### Routing congestion

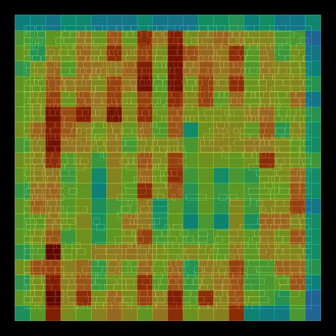
### Placement density heat map

14 x 14 tiles, from dark blue (low) to red (high), 0 to 100% covered.
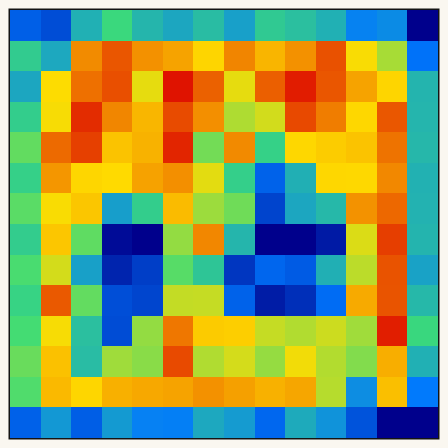
### Wiring by layer

Scale bar: 50 µm.
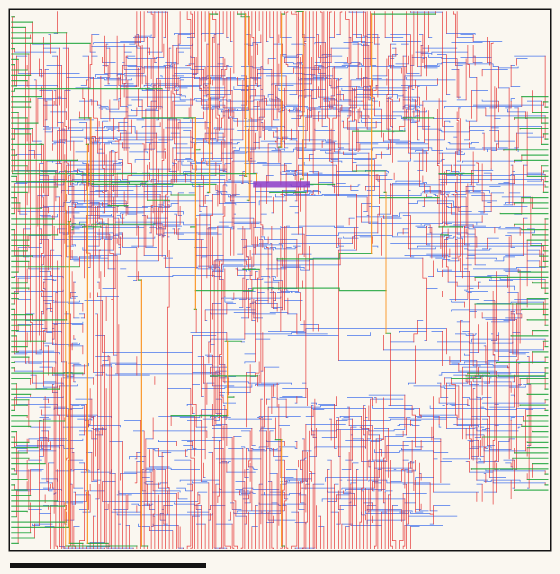
### Routed clock nets over the placement

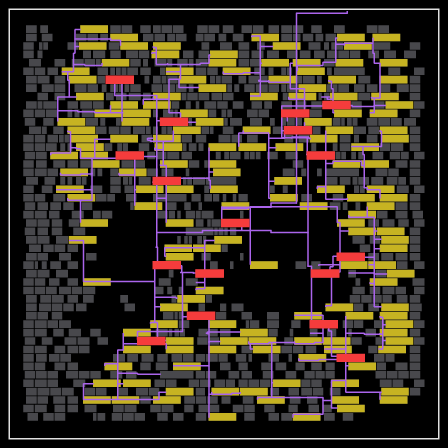
File: src/rtl/mem_wb_stage.sv
// MEM stage plus MEM/WB pipeline register: data-memory access over req/ack with timeout abort,
// branch/jump redirect, write-back staging. Optional build macro: MEM_MISALIGN_TRAP_EN.
module mem_wb_stage #(
    parameter int DATA_W  = 32,
    parameter int TIMEOUT = 255
) (
    input  logic              clk,
    input  logic              rst_n,
    input  logic              I_Valid,
    input  logic [1:0]        I_WB,
    input  logic              I_M_Branch,
    input  logic              I_M_MemRead,
    input  logic              I_M_MemWrite,
    input  logic [DATA_W-1:0] I_ADD_Res,
    input  logic              I_ZF,
    input  logic [DATA_W-1:0] I_ALU_Res,
    input  logic [DATA_W-1:0] I_DatWri_Mem,
    input  logic [4:0]        I_Addr_Reg_Wri,
    input  logic              I_Jump,
    input  logic [DATA_W-1:0] I_Ins32_J,
    output logic              dmem_req,
    output logic              dmem_we,
    output logic [DATA_W-1:0] dmem_addr,
    output logic [DATA_W-1:0] dmem_wdata,
    input  logic [DATA_W-1:0] dmem_rdata,
    input  logic              dmem_ack,
    output logic              O_Stall,
    output logic              O_PCSrc,
    output logic [DATA_W-1:0] O_PC_Target,
    output logic              O_Valid,
    output logic [1:0]        O_WB,
    output logic [DATA_W-1:0] O_ReadData,
    output logic [DATA_W-1:0] O_ALU_Res,
    output logic [4:0]        O_Addr_Reg_Wri,
    output logic              O_BusErr,
    output logic              O_FsmState
);
    // Memory handshake: dmem_req stays high from the first ACCESS cycle until the cycle in which
    // dmem_ack pulses (or the timeout fires); dmem_addr/dmem_wdata/dmem_we are stable throughout.
    typedef enum logic {S_IDLE = 1'b0, S_ACCESS = 1'b1} state_t;

    state_t              state_q, state_d;
    logic [7:0]          cnt_q, cnt_d;
    logic                we_q;
    logic [DATA_W-1:0]   addr_q, wdata_q;
    logic [1:0]          ent_wb_q;
    logic [DATA_W-1:0]   ent_alu_q;
    logic [4:0]          ent_dest_q;
    logic                valid_q, valid_d;
    logic [1:0]          wb_q, wb_d;
    logic [DATA_W-1:0]   rdata_q, rdata_d;
    logic [DATA_W-1:0]   alu_q, alu_d;
    logic [4:0]          dest_q, dest_d;
    logic                buserr_q, buserr_d;
    logic                stall, lat_en, memop, trap;

    assign memop = I_Valid & (I_M_MemRead | I_M_MemWrite);
`ifdef MEM_MISALIGN_TRAP_EN
    assign trap = memop & (I_ALU_Res[1:0] != 2'b00);
`else
    assign trap = 1'b0;
`endif

    always_comb begin
        state_d  = state_q;
        cnt_d    = cnt_q;
        stall    = 1'b0;
        lat_en   = 1'b0;
        valid_d  = valid_q;
        wb_d     = wb_q;
        rdata_d  = rdata_q;
        alu_d    = alu_q;
        dest_d   = dest_q;
        buserr_d = 1'b0;
        case (state_q)
            S_IDLE: begin
                cnt_d = 8'd0;
                if (trap) begin
                    valid_d  = 1'b1;
                    wb_d     = 2'b00;
                    rdata_d  = '0;
                    alu_d    = I_ALU_Res;
                    dest_d   = I_Addr_Reg_Wri;
                    buserr_d = 1'b1;
                end else if (memop) begin
                    stall   = 1'b1;
                    lat_en  = 1'b1;
                    state_d = S_ACCESS;
                    valid_d = 1'b0;
                    wb_d    = 2'b00;
                end else begin
                    valid_d = I_Valid;
                    wb_d    = I_WB;
                    rdata_d = '0;
                    alu_d   = I_ALU_Res;
                    dest_d  = I_Addr_Reg_Wri;
                end
            end
            S_ACCESS: begin
                if (dmem_ack) begin
                    state_d = S_IDLE;
                    cnt_d   = 8'd0;
                    valid_d = 1'b1;
                    wb_d    = ent_wb_q;
                    rdata_d = we_q ? '0 : dmem_rdata;
                    alu_d   = ent_alu_q;
                    dest_d  = ent_dest_q;
                end else if (cnt_q == 8'(TIMEOUT)) begin
                    // Abort: retire the entry but suppress its write-back.
                    state_d  = S_IDLE;
                    cnt_d    = 8'd0;
                    valid_d  = 1'b1;
                    wb_d     = 2'b00;
                    rdata_d  = '0;
                    alu_d    = ent_alu_q;
                    dest_d   = ent_dest_q;
                    buserr_d = 1'b1;
                end else begin
                    stall   = 1'b1;
                    cnt_d   = cnt_q + 8'd1;
                    valid_d = 1'b0;
                    wb_d    = 2'b00;
                end
            end
            default: state_d = S_IDLE;
        endcase
    end

    always_ff @(posedge clk or negedge rst_n) begin
        if (!rst_n) begin
            state_q    <= S_IDLE;
            cnt_q      <= 8'd0;
            we_q       <= 1'b0;
            addr_q     <= '0;
            wdata_q    <= '0;
            ent_wb_q   <= 2'b00;
            ent_alu_q  <= '0;
            ent_dest_q <= 5'd0;
            valid_q    <= 1'b0;
            wb_q       <= 2'b00;
            rdata_q    <= '0;
            alu_q      <= '0;
            dest_q     <= 5'd0;
            buserr_q   <= 1'b0;
        end else begin
            state_q  <= state_d;
            cnt_q    <= cnt_d;
            valid_q  <= valid_d;
            wb_q     <= wb_d;
            rdata_q  <= rdata_d;
            alu_q    <= alu_d;
            dest_q   <= dest_d;
            buserr_q <= buserr_d;
            if (lat_en) begin
                we_q       <= I_M_MemWrite;
                addr_q     <= {I_ALU_Res[DATA_W-1:2], 2'b00};
                wdata_q    <= I_DatWri_Mem;
                ent_wb_q   <= I_WB;
                ent_alu_q  <= I_ALU_Res;
                ent_dest_q <= I_Addr_Reg_Wri;
            end
        end
    end

    assign dmem_req       = (state_q == S_ACCESS);
    assign dmem_we        = we_q;
    assign dmem_addr      = addr_q;
    assign dmem_wdata     = wdata_q;
    assign O_Stall        = stall;
    assign O_PCSrc        = I_Valid & ~stall & ((I_M_Branch & I_ZF) | I_Jump);
    assign O_PC_Target    = I_Jump ? I_Ins32_J : I_ADD_Res;
    assign O_Valid        = valid_q;
    assign O_WB           = wb_q;
    assign O_ReadData     = rdata_q;
    assign O_ALU_Res      = alu_q;
    assign O_Addr_Reg_Wri = dest_q;
    assign O_BusErr       = buserr_q;
    assign O_FsmState     = (state_q == S_ACCESS);
endmodule
File: config.mk
export PLATFORM = sky130hd
export DESIGN_NAME = mem_wb_stage
export DESIGN_NICKNAME = d
export VERILOG_FILES = /design/src/rtl/mem_wb_stage.sv
export SDC_FILE = /design/constraint.sdc
export NUM_CORES = 1
export LEC_CHECK = 0
export CORE_MARGIN = 4
export CORE_UTILIZATION = 40
export DETAILED_ROUTE_END_ITERATION = 7
export GPL_TIMING_DRIVEN = 0
export HOLD_SLACK_MARGIN = 0.1
export PLACE_DENSITY = 0.89
export SLEW_MARGIN = 15
export SYNTH_ARGS = -nofsm -noshare
export SYNTH_HDL_FRONTEND = slang
export SYNTH_SLANG_ARGS = --single-unit
File: constraint.sdc
create_clock -name clk -period 2.8 [get_ports clk]
set_input_delay 0.56 -clock clk [delete_from_list [all_inputs] [get_ports clk]]
set_output_delay 0.56 -clock clk [all_outputs]
set_load 0.01 [all_outputs]
==> flow_summary.rst <==
Physical design figures
=======================

.. list-table::
   :header-rows: 1

   * - Metric
     - Value
   * - Run status
     - complete, no violations
   * - Worst R2R Path Depth
     - 7
   * - List of cells traversed by the critical path
     - ha_4 > and4_4 > a41oi_4 > or2_1 > buf_6 > nor3b_2 > buf_2
   * - Horizontal die size
     - 138.1 µm
   * - Number of placed cells counting well taps
     - 1087
   * - Number of cells on the worst hold path
     - 1
   * - Max-Cap Viols
     - 0
   * - Max Root-Sink Buffers
     - 2
   * - WP data arrival
     - 2.18 ns
   * - Capture instance of the worst register-to-register path
     - O_ALU_Res[22]$_DFFE_PN0P_
   * - Number of vias in the routed layout
     - 5582
   * - Fa+ha+maj area frac
     - 0.1849%
   * - TritonCTS clock tree
     - done
   * - Nets
     - 1064
   * - Number of filler instances in the final layout
     - 1257
   * - Number of cell instances after yosys synthesis
     - 519
   * - H-tree depth
     - 4
   * - Leakage power figure
     - 4.701 nW
   * - XORs/XNORs by Area
     - 0.5177%
   * - Yosys synthesis chip area
     - 6768 µm²
   * - Final Setup Violations
     - 0
   * - Library cell occupying the most area in the post-synthesis netlist
     - dfrtp_1
   * - Setup repair after global routing missed its margin
     - true
   * - Slew Limit Fails
     - 0
   * - Main logic family after synthesis
     - multiplexers
   * - Pin count of the biggest net entering global routing
     - 93
   * - Via density per instance
     - 4.984
   * - Startpoint of the worst register-to-register path
     - O_FsmState$_DFF_PN0_
   * - Worst hold start
     - dmem_wdata[28]$_DFFE_PN0P_
   * - Post-synth area hogs
     - dfrtp_1 (57%), mux2_1 (17%), mux2i_1 (5.5%), a22o_1 (4.0%), buf_4 (3.7%)
   * - Synth top area share
     - 56.94%
   * - Layout-stage area growth over the synthesis result
     - 65.30%
   * - Register Area
     - 3854 µm²
   * - Area occupied by multi-input gates
     - 2497 µm²
   * - Most used cells in the layout excluding fill and tap cells
     - clkdlybuf4s50_1 (342), dfrtp_1 (154), mux2_1 (104)
   * - Core outline area
     - 16580 µm²
   * - R2R setup slack
     - 0.72 ns
   * - Most frequently placed logic cell in the final layout
     - clkdlybuf4s50_1
   * - Number of enable-type register cells in the synthesized netlist
     - 0
   * - Number of logged tool warnings
     - 27
   * - Count of cell types in the netlist
     - 33
   * - Worst ir drop on vdd
     - 413.2 µV
   * - Detailed-route DRC error count
     - 0
   * - Detailed-placement wirelength estimate
     - 17.17 mm
   * - Final Hold Viols
     - 0
   * - Die boundary height
     - 138.1 µm
   * - Count of mapped cells out of synthesis
     - 519
   * - Smallest hold slack
     - 0.4816 ns
   * - Length of the first detailed-routing pass in iterations
     - 6
   * - Clock tree root buffer cell
     - clkbuf_16
   * - Post-synthesis register bit count
     - 154
   * - Required time of the critical path
     - 2.24 ns
   * - Clock transition at path regs
     - 0.06 ns
   * - Sequential cell area fraction in the yosys report
     - 56.94%
   * - Top FF cell, synth
     - dfrtp_1
   * - Simple-Gate Fraction of Synth Area
     - 2.274%
   * - Final standard cell utilization of the core
     - 67.46%
   * - Type of the setup path with the least slack
     - flip-flop to primary output
   * - Highest cell delay on the worst timing path
     - 0.39 ns
   * - Number of CTS-inserted buffers
     - 17
   * - Ratio of cells with drive above 1 in the final layout
     - 10.22%
   * - Iteration-0 DRC Markers
     - 295
   * - Type of the most critical hold path
     - flip-flop to flip-flop
   * - Final critical delay including setup and external delays
     - 2.741 ns
   * - Synthesis Warnings
     - 0
   * - Mean routed wirelength per cell
     - 19.46 µm
## Picture notes: 'Routing congestion'
layer with the highest usage: met2
M2 GR Usage: 42.55%
overall track demand over capacity in global routing: 22.61%

## Picture notes: 'Placement density heat map'
fullest tile: 98%
tiles over 75% full: 37%
densest ninth of the die: top centre
nearly empty tiles: 3.1%
mean over tiles: 57%

## Picture notes: 'Wiring by layer'
| colour | layer | wire length |
|---|---|---|
| green | met3 | 1390 µm |
| red | met2 | 11800 µm |
| purple | met5 | 12.9 µm |
| orange | met4 | 771 µm |
| blue | met1 | 7850 µm |

## Picture notes: 'Routed clock nets over the placement'
[red] cells driving clock nets | count: 17
[yellow] flip-flops | count: 154
[purple] clock wires | length: 1850 µm
routed clock nets: 18

## layout make-up
| cell class | instances | share of cell area, % |
|---|---|---|
| buffer | 70 | 4.004 |
| clock buffer | 20 | 3.903 |
| clock inverter | 12 | 1.465 |
| inverter | 1 | 0.03355 |
| multi-input combinational | 294 | 22.32 |
| sequential | 154 | 34.45 |
| tap | 220 | 2.461 |
| timing repair buffer | 349 | 31.36 |
## synthesized netlist by cell type, types with 3 or more instances
master,n
nand3_1,4
mux2i_1,37
o21ai_1,40
o21ai_0,38
a21oi_1,3
buf_4,33
buf_6,5
a22o_1,31
nand2_1,6
nor2_1,10
clkbuf_1,18
buf_2,13
dfrtp_1,154
mux2_1,104
## worst max-delay path by stage
stage | from | end | cells after the start
finish | cnt_q[1]$_DFF_PN0_ | O_PCSrc | 7
global route | cnt_q[1]$_DFF_PN0_ | O_PCSrc | 7
CTS | I_Jump | O_PC_Target[6] | 4
detailed placement | dmem_ack | O_Stall | 8
global placement | rst_n | dmem_wdata[4]$_DFFE_PN0P_ | 1
floorplan | cnt_q[0]$_DFF_PN0_ | O_PCSrc | 7
## power by group
| part | internal, W | switching, W |
|---|---|---|
| registers | 0.00268 | 0.000264 |
| clock network | 0.00142 | 0.000928 |
| logic | 0.00149 | 0.00101 |
## flip-flops by register name (all words and copies together) (netlist names), 2 cells and up
name,cells
cnt_q,8
ent_dest_q,5
ent_alu_q,32
dmem_wdata,32
O_ReadData,32
ent_wb_q,2
O_WB,2
O_Addr_Reg_Wri,5
O_ALU_Res,32
## routing by layer
| metal | vias to the layer above | track usage, % | share of wire [%] |
|---|---|---|---|
| li1 | 2561 | - | - |
| met1 | 2731 | 23.30 | 36 |
| met2 | 250 | 42.55 | 54 |
| met3 | 38 | 6.319 | 6.4 |
| met4 | 2 | 9.880 | 3.5 |
| met5 | - | 0 | 0.055 |
## timing repair
item                       in CTS  in global routing
setup endpoints to repair      21                 10
buffers inserted                0                  1
hold buffers                    1                  0
hold endpoints to repair       62                  0
pin swaps                       1                  0
gates resized                  16                  2
## kinds of logic (layout without fill, tap and decap cells)
kind of cell,Yosys count,count (layout)
muxes,141,141
adders and majority gates,1,1
other,1,2
AOI/OAI and AO/OA,116,116
and+or+nand+nor,30,30
buffers and inverters,72,452
xor gates and xnor gates,4,4
DFF,154,154
## critical path, delay by kind of cell (launching register included)
kind | cells | cell delay [ns]
AND/OR/NAND/NOR | 3 | 0.72
AND-OR/OR-AND | 1 | 0.16
buffers and inverters | 2 | 0.34
flip-flops | 1 | 0.39
adder cells (fa/ha/maj) | 1 | 0.17
## metrics by stage
step | cell area, µm² | setup slack, ns | power [W]
floorplan | 6771 | 0.4844 | 0.003950
global route | 11190 | -0.03332 | 0.008143
finish | 11190 | 0.05866 | 0.007783
detailed placement | 10540 | -0.7227 | 0.005491
global placement | 10510 | -5.138 | 0.005416
CTS | 11180 | 0.006193 | 0.007866
Power and IR drop assume default switching activity.
